## config.mk

```make
export PLATFORM = sky130hd
export DESIGN_NAME = sipo_frame_rx
export DESIGN_NICKNAME = d
export VERILOG_FILES = /design/src/rtl/sipo_frame_rx.sv
export SDC_FILE = /design/constraint.sdc
export NUM_CORES = 1
export LEC_CHECK = 0
export ABC_AREA = 1
export CAP_MARGIN = 20
export CORE_MARGIN = 5
export CORE_UTILIZATION = 52
export DETAILED_ROUTE_END_ITERATION = 6
export PLACE_DENSITY = 0.82
export SLEW_MARGIN = 30
export SYNTH_ARGS = -nofsm -noshare
export SYNTH_HDL_FRONTEND = slang
export SYNTH_SLANG_ARGS = --single-unit
```

## constraint.sdc

```tcl
create_clock -name clock -period 1.7 [get_ports clock]
set_clock_uncertainty 0.15 [all_clocks]
set_input_delay 0.17 -clock clock [delete_from_list [all_inputs] [get_ports clock]]
set_output_delay 0.17 -clock clock [all_outputs]
set_load 0.02 [all_outputs]
```

## src/rtl/sipo_frame_rx.sv

```systemverilog
// Serial-to-parallel frame receiver with a one-entry valid/ready output buffer.
// Frame: start bit 1, WIDTH data bits LSB first, optional even parity bit, stop bit 0.
// Optional feature macro: SIPO_PARITY_EN (adds the parity bit and drives parity_err).
module sipo_frame_rx #(
  parameter int unsigned WIDTH = 8
) (
  input  logic             clock,
  input  logic             reset,
  input  logic             serial_in,
  input  logic             bit_en,
  output logic [WIDTH-1:0] data_out,
  output logic             data_valid,
  input  logic             data_ready,
  output logic             frame_err,
  output logic             overrun,
  output logic             parity_err
);

  localparam int unsigned CntW = (WIDTH > 2) ? $clog2(WIDTH) : 1;

  typedef enum logic [1:0] {StIdle, StData, StParity, StStop} state_e;

  state_e            state_q, state_d;
  logic [CntW-1:0]   cnt_q, cnt_d;
  logic [WIDTH-1:0]  shift_q, shift_d;
  logic [WIDTH-1:0]  data_q, data_d;
  logic              valid_q, valid_d;
  logic              ferr_q, ferr_d;
  logic              ovr_q, ovr_d;
  logic              stop_good;
  logic              commit;
  logic              par_mismatch;

`ifdef SIPO_PARITY_EN
  logic par_bad_q, par_bad_d;
  logic perr_q, perr_d;
  assign par_mismatch = par_bad_q;
  assign parity_err   = perr_q;
`else
  assign par_mismatch = 1'b0;
  assign parity_err   = 1'b0;
`endif

  // State register plus all datapath and output flops; reset wins over everything.
  always_ff @(posedge clock) begin
    if (reset) begin
      state_q   <= StIdle;
      cnt_q     <= '0;
      shift_q   <= '0;
      data_q    <= '0;
      valid_q   <= 1'b0;
      ferr_q    <= 1'b0;
      ovr_q     <= 1'b0;
`ifdef SIPO_PARITY_EN
      par_bad_q <= 1'b0;
      perr_q    <= 1'b0;
`endif
    end else begin
      state_q   <= state_d;
      cnt_q     <= cnt_d;
      shift_q   <= shift_d;
      data_q    <= data_d;
      valid_q   <= valid_d;
      ferr_q    <= ferr_d;
      ovr_q     <= ovr_d;
`ifdef SIPO_PARITY_EN
      par_bad_q <= par_bad_d;
      perr_q    <= perr_d;
`endif
    end
  end

  // Next-state logic; the FSM only advances on bit strobes.
  always_comb begin
    state_d = state_q;
    if (bit_en) begin
      unique case (state_q)
        StIdle: if (serial_in) state_d = StData;
        StData: begin
          if (cnt_q == CntW'(WIDTH - 1)) begin
`ifdef SIPO_PARITY_EN
            state_d = StParity;
`else
            state_d = StStop;
`endif
          end
        end
        StParity: state_d = StStop;
        StStop:   state_d = StIdle;
        default:  state_d = StIdle;
      endcase
    end
  end

  // Datapath, error pulses and output-buffer handshake.
  always_comb begin
    cnt_d     = cnt_q;
    shift_d   = shift_q;
    stop_good = 1'b0;
    ferr_d    = 1'b0;
`ifdef SIPO_PARITY_EN
    par_bad_d = par_bad_q;
`endif
    if (bit_en) begin
      unique case (state_q)
        StIdle: begin
          if (serial_in) begin
            cnt_d = '0;
`ifdef SIPO_PARITY_EN
            par_bad_d = 1'b0;
`endif
          end
        end
        StData: begin
          shift_d[cnt_q] = serial_in;
          cnt_d          = cnt_q + CntW'(1);
        end
`ifdef SIPO_PARITY_EN
        StParity: par_bad_d = serial_in ^ (^shift_q);
`endif
        StStop: begin
          // A 1 here is a framing error and is not taken as the next start bit.
          if (serial_in) ferr_d = 1'b1;
          else           stop_good = 1'b1;
        end
        default: ;
      endcase
    end

    commit = stop_good & ~par_mismatch;
`ifdef SIPO_PARITY_EN
    perr_d = stop_good & par_mismatch;
`endif

    data_d  = data_q;
    valid_d = valid_q;
    ovr_d   = 1'b0;
    if (valid_q && data_ready) valid_d = 1'b0;
    if (commit) begin
      // Buffer full and not draining this edge: drop the new word.
      if (valid_q && !data_ready) begin
        ovr_d = 1'b1;
      end else begin
        data_d  = shift_q;
        valid_d = 1'b1;
      end
    end
  end

  assign data_out   = data_q;
  assign data_valid = valid_q;
  assign frame_err  = ferr_q;
  assign overrun    = ovr_q;

endmodule

```

Run 1, placed cells, one colour a class:
(8 px per um) Fill, decap, tap and diode cells in grey.
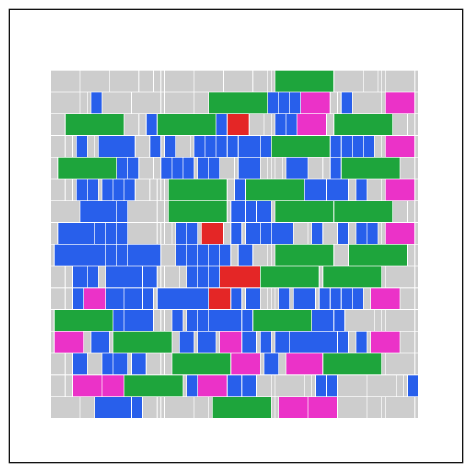
- magenta: remaining buffers and delay cells (cells 18; share of their area 13%)
- red: clock drivers and dummy loads (cells 4; share of their area 2.8%)
- blue: remaining logic cells (cells 122; share of their area 47%)
- green: sequential cells (cells 24; share of their area 37%)
Seq/total area: 35.62%
core area: 2002 sq um
Finished Cell Area: 1349 sq um
post-layout util: 67.38%
FP Rows: 16

Run 1, where the registers sit:
(8 px per um)
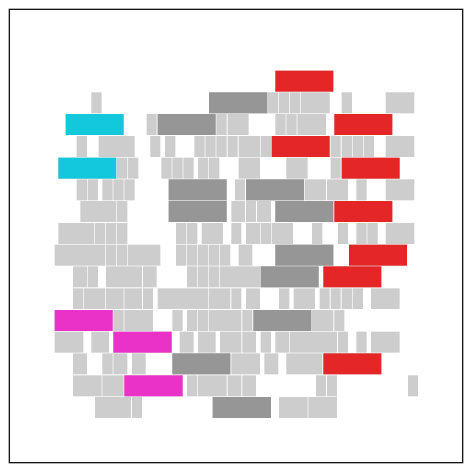
- magenta: cnt_q (placed flops 3)
- red: data_out (placed flops 8)
- cyan: state_q (placed flops 2)
- not coloured: 11
Seq. cell area: 480.5 sq um
Seq. pwr: 0.583 mW

Run 1, supply network:
(6 px per um) Pins as bars on the die edge.
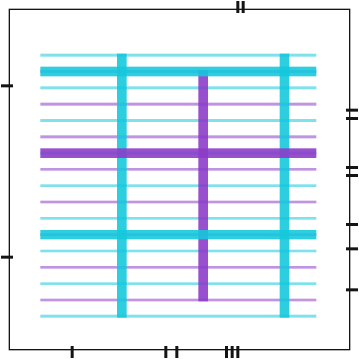
- cyan: VSS
- purple: VDD
- signal pins: 17
- rows: 16
- met1 rails: 17
- met5 straps: 3
- met4 straps: 3

==> results.yml, run 1 <==
# physical design summary
final_timing:
  fmax_mhz: 631.3
critical_path:
  worstPathArrival_ns: 1.26
  cp-end-kind: "output port"
  crit_buf_inv: 1
  cp.required_ns: 1.38
  ff2ff_path_depth: 7
min_path:
  min_to: "data_out[7]"
  hold_depth: 2
  hold_class: "flip-flop to flip-flop"
layout:
  layout.cells.most_common: "nor2_1"
  combGateArea_sq_um: 575.6
  lay_top_cells: "40 x nor2_1, 31 x nand2_1, 24 x dfxtp_1, 14 x clkdlybuf4s50_1, 10 x inv_1"
  drive_gt1_share_pct: 8.929
  bufAreaShareNonClock_pct: 12.99
  nNetsFinal: 179
  area.growth.synth_to_final_pct: 20.04
  comb_area_share_pct: 42.67
  fillCellCount: 174
placement:
  gp_congestion: 0.8255
  dp.cells: 191
clock_network:
  clk_path_buf_depth: 2
  cts.clk_slew.worst_paths_ns: 0.13
synth:
  synth_stat.cells: 149
  logic_family: "simple AND/OR/NAND/NOR gates"
  synthAoiAreaFrac_pct: 5.011
  ys_types: 21
  yosys_area_sq_um: 1124
floorplanning:
  n_tap_cell: 27
  chipHeight_um: 56.49
  fp_util_pct: 56.13
global_route:
  track_usage_pct: 14.54
  grt_pass1_wl_mm: 3.691
status:
  outcome: "complete, no violations"
detailed_routing:
  vias: 959
power:
  swShare_pct: 25.49
  power_mw: 1.018
## run 1: routing by layer
metal | vias up | global-route usage (%) | routed length [um]
li1 | 511 | - | -
met1 | 425 | 15.74 | 936
met2 | 18 | 27.06 | 1081
met3 | 5 | 2.752 | 85
met4 | 0 | 6.102 | 36
met5 | - | 0 | 0
## run 1: what timing repair did
item | 4_1_cts | 5_1_grt
hold endpoints to repair | 0 | 0
endpoints found under the setup margin | 0 | 1
gates resized | 0 | 1
## run 1: state kept, by name, indices dropped and copies added, names as in the netlist
register and flops:
data_out 8, shift_q 8, cnt_q 3, state_q 2
data_valid 1, frame_err 1, overrun 1
## run 1: power by group through the flow
stage / combinational (mW) / clock, mW / sequential, mW
global route: 0.155 / 0.338 / 0.586
finish: 0.138 / 0.296 / 0.583
global placement: 0.130 / 0 / 0.595
detailed placement: 0.138 / 0 / 0.596
floorplan: 0.0945 / 0 / 0.598
CTS: 0.139 / 0.299 / 0.583
## run 1: cell usage after synthesis
cell type,count,share of area [%]
nor3_1,6,2.7
ha_1,5,5.6
a21oi_1,4,1.8
a21oi_4,1,1.4
nor2_1,40,13
nand3_1,2,0.89
inv_1,10,3.3
inv_2,1,0.33
inv_4,1,0.56
o21ai_0,4,1.8
nor2_4,1,1.0
dfxtp_1,24,43
buf_2,1,0.45
buf_4,2,1.3
nand3b_1,8,5.3
nand4_1,3,1.7
nand3_2,1,0.89
nand2_1,31,10
conb_1,1,0.33
nand3_4,2,3.1
nand2_4,1,1.0
## run 1: how the worst max path moves through the flow
stage	endpoint	slack [ns]	depth (start not counted)
detailed placement	data_out[3]	0.06	6
floorplan	shift_q[0]	0.40	7
finish	data_out[4]	0.12	1
global placement	data_out[6]	0.12	6
global route	shift_q[6]	0.04	7
CTS	data_valid	0.01	1
==> run 2: changes to the inputs <==
PLACE_DENSITY = 0.73   (was 0.82)
Run 2, clock network drawn from the DEF:
(10 px per um)
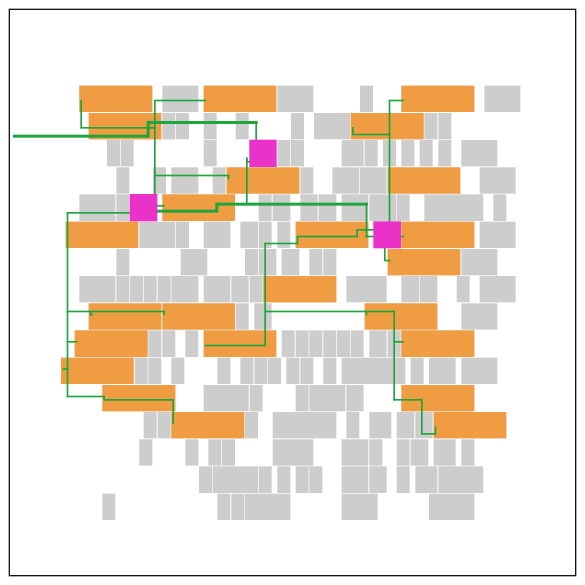
- orange: flip-flops (count 24)
- magenta: clock-net drivers (count 3)
- green: clock wires (length 233 um)
- routed clock nets: 4
clk pwr: 0.236 mW
power share of the clock group: 24.6%
Late-Pin Clk Latency: 0.31 ns

==> results.yml, run 2 <==
# physical design summary
layout:
  drive_gt1_share_pct: 8.929
  layout.cells.most_common: "nor2_1"
  nNetsFinal: 180
  fillCellCount: 177
  area.growth.synth_to_final_pct: 19.27
final_timing:
  finalHoldViolCount: 0
  setup_viol: 0
  fmax_mhz: 603.4
synth:
  yosys_area_sq_um: 1124
  synthTopCellsByArea: "dfxtp_1 43%, nor2_1 13%, nand2_1 10%"
  yosysTopAreaCell: "dfxtp_1"
  edf_count: 0
  ff_type: "dfxtp_1"
  synth_stat.cells: 149
  top_cell_area_share_pct: 42.76
  synthTopCellsByCount: "40 x nor2_1, 31 x nand2_1, 24 x dfxtp_1"
  async_flop_share_pct: 0
  ys_types: 21
  synth.avg_cell_area_sq_um: 7.541
global_route:
  grt_pass1_wl_mm: 3.788
  track_usage_pct: 14.56
  grt_pass1_vias: 931
floorplanning:
  row_count: 16
  fp_util_pct: 56.13
  coreArea_sq_um: 2002
  chipHeight_um: 56.49
placement:
  gp_congestion: 0.7445
critical_path:
  cp.required_ns: 1.38
  cp-end-kind: "output port"
  worstPathArrival_ns: 1.34
  slowest_delay_ns: 0.63
  start_kind: "flip-flop"
clock_network:
  post-cts-setup-buffers: 0
  cts.sinks: 24
  cts.clk_slew.worst_paths_ns: 0.12
  post_cts_resized: 0
  clk_path_buf_depth: 2
power:
  power_mw: 0.9595
status:
  outcome: "complete, no violations"
min_path:
  hold_class: "flip-flop to flip-flop"
detailed_routing:
  vias: 960
  drt_wl_total_mm: 2.117
Run 2, where the registers sit:
(8 px per um)
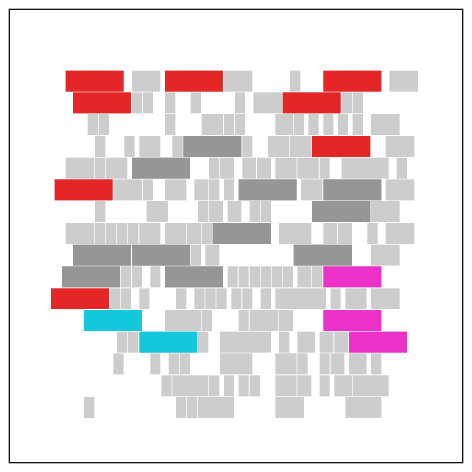
- magenta: cnt_q (placed flops 3)
- cyan: state_q (placed flops 2)
- red: data_out (placed flops 8)
- not coloured: 11

==> run 2: cell counts after synthesis <==
No cell type changed its count.
==> run 2: logic make-up after synthesis <==
family / share of synthesized area [%]
other: 0.3338
DFF: 42.76
and+or+nand+nor: 40.31
buffers and inverters: 6.013
AOI/OAI and AO/OA: 5.012
adders and majority gates: 5.568
==> run 2: layout make-up <==
cell class / count / area, sq um / share of cell area, %
multi-input cells: 110 / 575.6 / 42.95
flip-flops and latches: 24 / 480.5 / 35.85
repair buffers: 19 / 180.2 / 13.45
inverters: 12 / 47.55 / 3.548
well taps: 27 / 33.78 / 2.521
clock buffers: 3 / 22.52 / 1.681
==> run 2: layer usage <==
| layer | vias up | track usage [%] | routed length (um) |
|---|---|---|---|
| li1 | 510 | - | - |
| met1 | 430 | 17.18 | 1004 |
| met2 | 18 | 25.25 | 967 |
| met3 | 2 | 5.734 | 125 |
| met4 | 0 | 2.034 | 20 |
| met5 | - | 0 | 0 |
==> run 2: worst paths after layout <==
kind | from | endpoint | slack (ns) | depth (start not counted)
min reg2reg | data_out[7] | data_out[7] | 0.33 | 2
max reg2reg | state_q[0] | data_out[2] | 0.27 | 6
max | data_valid | data_valid | 0.04 | 1
min | data_out[7] | data_out[7] | 0.33 | 2
==> run 2: power breakdown <==
part / switching [mW] / internal, mW / total (mW)
registers: 0.00849 / 0.575 / 0.583
logic: 0.0851 / 0.0555 / 0.141
clock network: 0.153 / 0.0828 / 0.236
total: 0.247 / 0.713 / 0.960
==> run 2: per-stage QoR <==
stage	std cells	worst slack [ns]	cell area (sq um)	util, %
finish	195	0.04269	1340	66.94
CTS	195	0.03235	1340	66.94
detailed placement	192	0.07988	1318	65.81
floorplan	149	0.3957	1124	-
global route	195	0.004623	1340	66.94
global placement	192	0.08449	1318	65.81
Power figures rest on the tool's default switching activity, not on a simulated workload.
